Figure 1. Clock wiring as the flow saved it.
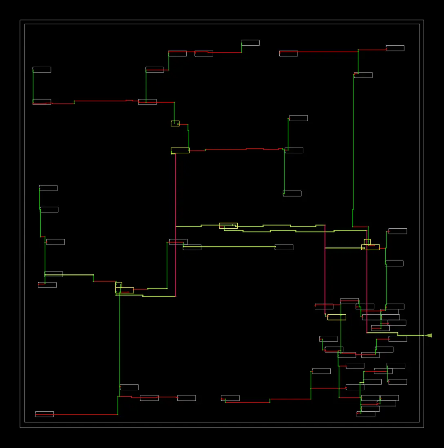
Figure 2. Sizing map.
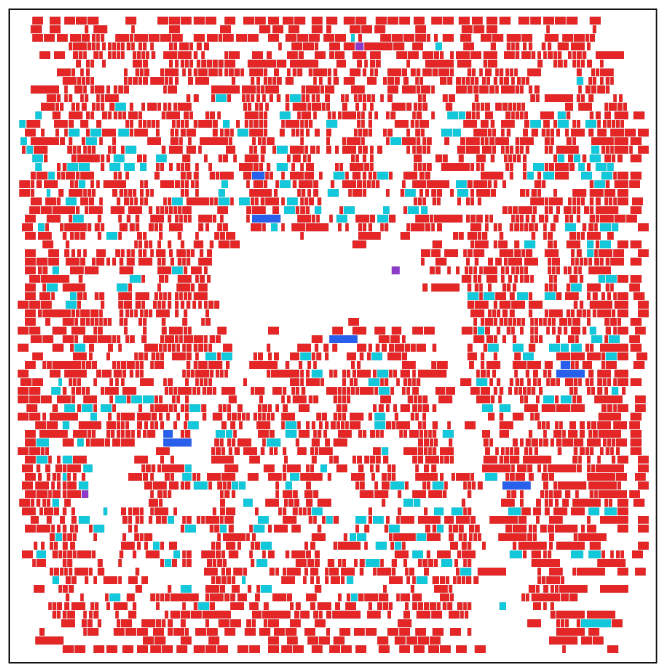
Figure 3. The metal 1 layer.
Supply wires on this layer in gray. Cells faint in the background.
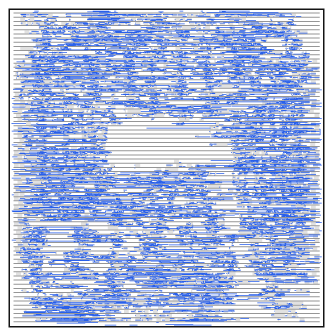
$ cat src/rtl/encrypt_pkg.sv
// Shared definitions for the LWE encryption controller: the FSM state type,
// default widths and the plaintext scaling helper.
package encrypt_pkg;

    localparam int PLAINTEXT_WIDTH_DEF  = 6;
    localparam int DIMENSION_DEF        = 1;
    localparam int CIPHERTEXT_WIDTH_DEF = 10;
    localparam int BIG_N_DEF            = 30;

    typedef enum logic [1:0] {
        ST_IDLE  = 2'd0,
        ST_FETCH = 2'd1,
        ST_WAIT  = 2'd2,
        ST_OUT   = 2'd3
    } state_e;

    // Moves the plaintext into the top bits of a ciphertext word. The caller
    // passes CW-PW as the shift and truncates the result to CW bits.
    function automatic logic [31:0] plaintext_scale(input logic [31:0] pt, input int shift);
        return pt << shift;
    endfunction

endpackage

$ cat src/rtl/encrypt_ctrl_subset_sum.sv
// Combinational masked modular sum: adds every CW-bit entry whose mask bit
// is set. Results wrap modulo 2^CW because the accumulator is CW bits wide.
module subset_sum #(
    parameter int BIG_N            = 30,
    parameter int CIPHERTEXT_WIDTH = 10
) (
    input  logic [BIG_N*CIPHERTEXT_WIDTH-1:0] data,
    input  logic [BIG_N-1:0]                  mask,
    output logic [CIPHERTEXT_WIDTH-1:0]       sum
);

    logic [CIPHERTEXT_WIDTH-1:0] acc_s;

    // Accumulate the selected entries; synthesis rebalances the chain into a tree.
    always_comb begin
        acc_s = '0;
        for (int i = 0; i < BIG_N; i++) begin
            if (mask[i]) begin
                acc_s = acc_s + data[i*CIPHERTEXT_WIDTH +: CIPHERTEXT_WIDTH];
            end else begin
                acc_s = acc_s;
            end
        end
    end

    assign sum = acc_s;

endmodule

$ cat src/rtl/encrypt_ctrl.sv
// LWE encryption sequencer: fetches one public-key column per ciphertext
// word, reduces the noise-selected subset, adds the scaled plaintext on the
// final (b) column and streams each word out on a valid/ready interface.
module encrypt_ctrl
    import encrypt_pkg::*;
#(
    parameter int PLAINTEXT_WIDTH  = PLAINTEXT_WIDTH_DEF,
    parameter int DIMENSION        = DIMENSION_DEF,
    parameter int CIPHERTEXT_WIDTH = CIPHERTEXT_WIDTH_DEF,
    parameter int BIG_N            = BIG_N_DEF,
    parameter int COL_W            = ($clog2(DIMENSION + 1) > 1) ? $clog2(DIMENSION + 1) : 1
) (
    input  logic                              clk,
    input  logic                              rst,
    input  logic                              start_valid,
    output logic                              start_ready,
    input  logic [PLAINTEXT_WIDTH-1:0]        plaintext,
    input  logic [BIG_N-1:0]                  noise_select,
    output logic                              pk_rd_en,
    output logic [COL_W-1:0]                  pk_rd_addr,
    input  logic [BIG_N*CIPHERTEXT_WIDTH-1:0] pk_rd_data,
    output logic                              ct_valid,
    input  logic                              ct_ready,
    output logic [CIPHERTEXT_WIDTH-1:0]       ct_data,
    output logic [COL_W-1:0]                  ct_index,
    output logic                              ct_last,
    output logic                              busy
);

    localparam int               CW       = CIPHERTEXT_WIDTH;
    localparam int               PT_SHIFT = CIPHERTEXT_WIDTH - PLAINTEXT_WIDTH;
    localparam logic [COL_W-1:0] LAST_COL = COL_W'(DIMENSION);

    state_e                     state_r;
    state_e                     state_nxt_s;
    logic [COL_W-1:0]           col_r;
    logic [COL_W-1:0]           col_nxt_s;
    logic [PLAINTEXT_WIDTH-1:0] pt_r;
    logic [BIG_N-1:0]           noise_r;
    logic [CW-1:0]              sum_s;
    logic [CW-1:0]              pt_term_s;
    logic [CW-1:0]              word_s;
    logic                       accept_s;

    logic                       start_ready_r;
    logic                       pk_rd_en_r;
    logic [COL_W-1:0]           pk_rd_addr_r;
    logic                       ct_valid_r;
    logic [CW-1:0]              ct_data_r;
    logic [COL_W-1:0]           ct_index_r;
    logic                       ct_last_r;
    logic                       busy_r;

    subset_sum #(
        .BIG_N            (BIG_N),
        .CIPHERTEXT_WIDTH (CIPHERTEXT_WIDTH)
    ) u_subset_sum (
        .data (pk_rd_data),
        .mask (noise_r),
        .sum  (sum_s)
    );

    assign accept_s = (state_r == ST_IDLE) && start_valid;

    // Ciphertext word: subset sum, plus the scaled message on the b column.
    always_comb begin
        pt_term_s = CW'(plaintext_scale(32'(pt_r), PT_SHIFT));
        if (col_r == LAST_COL) begin
            word_s = sum_s + pt_term_s;
        end else begin
            word_s = sum_s;
        end
    end

    // Next-state and column-counter decode.
    always_comb begin
        state_nxt_s = state_r;
        col_nxt_s   = col_r;
        case (state_r)
            ST_IDLE: begin
                if (start_valid) begin
                    state_nxt_s = ST_FETCH;
                    col_nxt_s   = '0;
                end else begin
                    state_nxt_s = ST_IDLE;
                end
            end
            ST_FETCH: begin
                state_nxt_s = ST_WAIT;
            end
            ST_WAIT: begin
                state_nxt_s = ST_OUT;
            end
            ST_OUT: begin
                if (ct_ready) begin
                    if (col_r == LAST_COL) begin
                        state_nxt_s = ST_IDLE;
                    end else begin
                        state_nxt_s = ST_FETCH;
                        col_nxt_s   = col_r + COL_W'(1);
                    end
                end else begin
                    state_nxt_s = ST_OUT;
                end
            end
            default: begin
                state_nxt_s = ST_IDLE;
                col_nxt_s   = '0;
            end
        endcase
    end

    // FSM state, column counter and the operands latched at accept.
    always_ff @(posedge clk or posedge rst) begin
        if (rst) begin
            state_r <= ST_IDLE;
            col_r   <= '0;
            pt_r    <= '0;
            noise_r <= '0;
        end else begin
            state_r <= state_nxt_s;
            col_r   <= col_nxt_s;
            if (accept_s) begin
                pt_r    <= plaintext;
                noise_r <= noise_select;
            end
        end
    end

    // Output registers, decoded from the upcoming state so they line up with it;
    // ct_* load on WAIT->OUT and hold until the handshake moves the FSM on.
    always_ff @(posedge clk or posedge rst) begin
        if (rst) begin
            start_ready_r <= 1'b1;
            pk_rd_en_r    <= 1'b0;
            pk_rd_addr_r  <= '0;
            ct_valid_r    <= 1'b0;
            ct_data_r     <= '0;
            ct_index_r    <= '0;
            ct_last_r     <= 1'b0;
            busy_r        <= 1'b0;
        end else begin
            start_ready_r <= (state_nxt_s == ST_IDLE);
            pk_rd_en_r    <= (state_nxt_s == ST_FETCH);
            pk_rd_addr_r  <= (state_nxt_s == ST_FETCH) ? col_nxt_s : '0;
            ct_valid_r    <= (state_nxt_s == ST_OUT);
            busy_r        <= (state_nxt_s != ST_IDLE);
            if (state_r == ST_WAIT) begin
                ct_data_r  <= word_s;
                ct_index_r <= col_r;
                ct_last_r  <= (col_r == LAST_COL);
            end
        end
    end

    assign start_ready = start_ready_r;
    assign pk_rd_en    = pk_rd_en_r;
    assign pk_rd_addr  = pk_rd_addr_r;
    assign ct_valid    = ct_valid_r;
    assign ct_data     = ct_data_r;
    assign ct_index    = ct_index_r;
    assign ct_last     = ct_last_r;
    assign busy        = busy_r;

endmodule

$ cat config.mk
export PLATFORM = sky130hd
export DESIGN_NAME = encrypt_ctrl
export DESIGN_NICKNAME = d
export VERILOG_FILES = /design/src/rtl/encrypt_pkg.sv /design/src/rtl/encrypt_ctrl_subset_sum.sv /design/src/rtl/encrypt_ctrl.sv
export SDC_FILE = /design/constraint.sdc
export NUM_CORES = 1
export LEC_CHECK = 0
export ABC_AREA = 1
export CORE_AREA = 2 2 202 204
export DETAILED_ROUTE_END_ITERATION = 7
export DIE_AREA = 0 0 204 206
export MAX_ROUTING_LAYER = met4
export PLACE_DENSITY = 0.71
export SYNTH_ARGS = -nofsm -noshare
export SYNTH_HDL_FRONTEND = slang
export SYNTH_SLANG_ARGS = --single-unit
$ cat constraint.sdc
create_clock -name clk -period 57.3 [get_ports clk]
set_input_delay 8.595 -clock clk [delete_from_list [all_inputs] [get_ports clk]]
set_output_delay 8.595 -clock clk [all_outputs]
set_load 0.1 [all_outputs]
==> impl_metrics.ini <==
; physical design summary
[run_status]
status = finished, final reports clean

[grt]
grt_pass1_wl_um = 88200
antenna_found_initial = 9
grt.met1_usage = 0.337
grt_usage = 0.271
grt.met2_usage = 0.466
grtUsageMet3 = 0.0259
grt_start_max_net_pins = 56

[final_layout]
diodes = 9
comb_share = 0.641
lay_top_cells = 539 x nand2_1, 528 x nor2_1, 506 x inv_1
combGateArea_um2 = 13900
logic_gates = 2247
final_nets = 3829
clkbuf_count = 5
final_common_cell = nand2_1
seq_share = 0.0637

[synth]
logic_family = simple AND/OR/NAND/NOR gates
ys_area_um2 = 17700
yosys_warnings = 0
synth-edff-count = 0
fa_ha_area_frac = 0.225
fp_nets = 3509
ys_sh_mux = 0.00446
top_cell = nand2_1
syn_area_per_cell_um2 = 6.16

[worst_hold_path]
hold_depth = 2
holdCritPathClass = reg -> reg

[floorplanning]
fp.dieW_um = 204
ios = 357
initial_utilization = 0.440

[route]
remaining_drc_errors = 0
drt-met1-wl_um = 25400
post_drt_wl_per_cell_um = 14.9
firstDrtPassIters = 5
wl_met2_um = 26500
dr_wl_met3_um = 2280
via_count = 18500
drtIter0Drc = 936

[sta]
final-hold-violation-count = 0
setup_tns_ps = 0
rsz0062_at_grt = no
worst_slack_ps = 22590
relSlewSlack = 0.259
fin_crit_ps = 34710

[setup_path]
path_common_cell = inv_1
cp_num_buf_inv = 38
startpoint = pk_rd_data[0]
crit_family = adder cells
r2r_slack_ps = 30600
crit_cells = 181
endpoint_kind = flop
reg2reg_to = ct_data[9]$_DFFE_PP0N_

[clocking]
clk_path_buf_depth = 2
ctsResizeCount = 0
cts_tree = built
hold_buffers = 0
clock_sinks = 55
htreeDepth = 2
clkTransAtPathRegs_ps = 100

[placement]
port_buffers = 356
gp_congestion = 0.980
dp_hpwl_um = 48300

[pwr]
About Figure 1:
Latency at later pin: 350 ps
seq_cells: 55

About Figure 2:
legend:
  x1 and smaller:
    color: red
    cells: 2,959
    most_used: nand2_1
  x3 and x4:
    color: purple
    cells: 3
    most_used: buf_4
  x2:
    color: cyan
    cells: 220
    most_used: nand3_2
  x6 and larger:
    color: blue
    cells: 8
    most_used: clkbuf_16

About Figure 3:
longest straight run: 55.7 µm
nets with wire on the layer: 3,634
share of all routed wire: 46%
wire length on this layer: 25.4 mm
main direction: horizontal

-- worst reg2reg max path: cells and delay by family, from the launching register on --
kind | cells | cell delay [ps]
AND/OR/NAND/NOR | 71 | 7810
flip-flops | 1 | 560
buffers and inverters | 37 | 1990
AND-OR/OR-AND | 33 | 5600
XOR/XNOR | 8 | 1290
adder cells (fa/ha/maj) | 31 | 9340
-- through the flow --
stage	cells	cell area, µm²
3_5_place_dp	3714	21500
2_1_floorplan	2869	17700
6_report	3731	21600
3_3_place_gp	3714	21500
5_1_grt	3731	21600
4_1_cts	3722	21600
-- registers in the layout (all words and copies together), names as in the netlist, 2 cells and up --
register  flops
noise_r      30
pt_r          6
ct_data      10
state_r       2
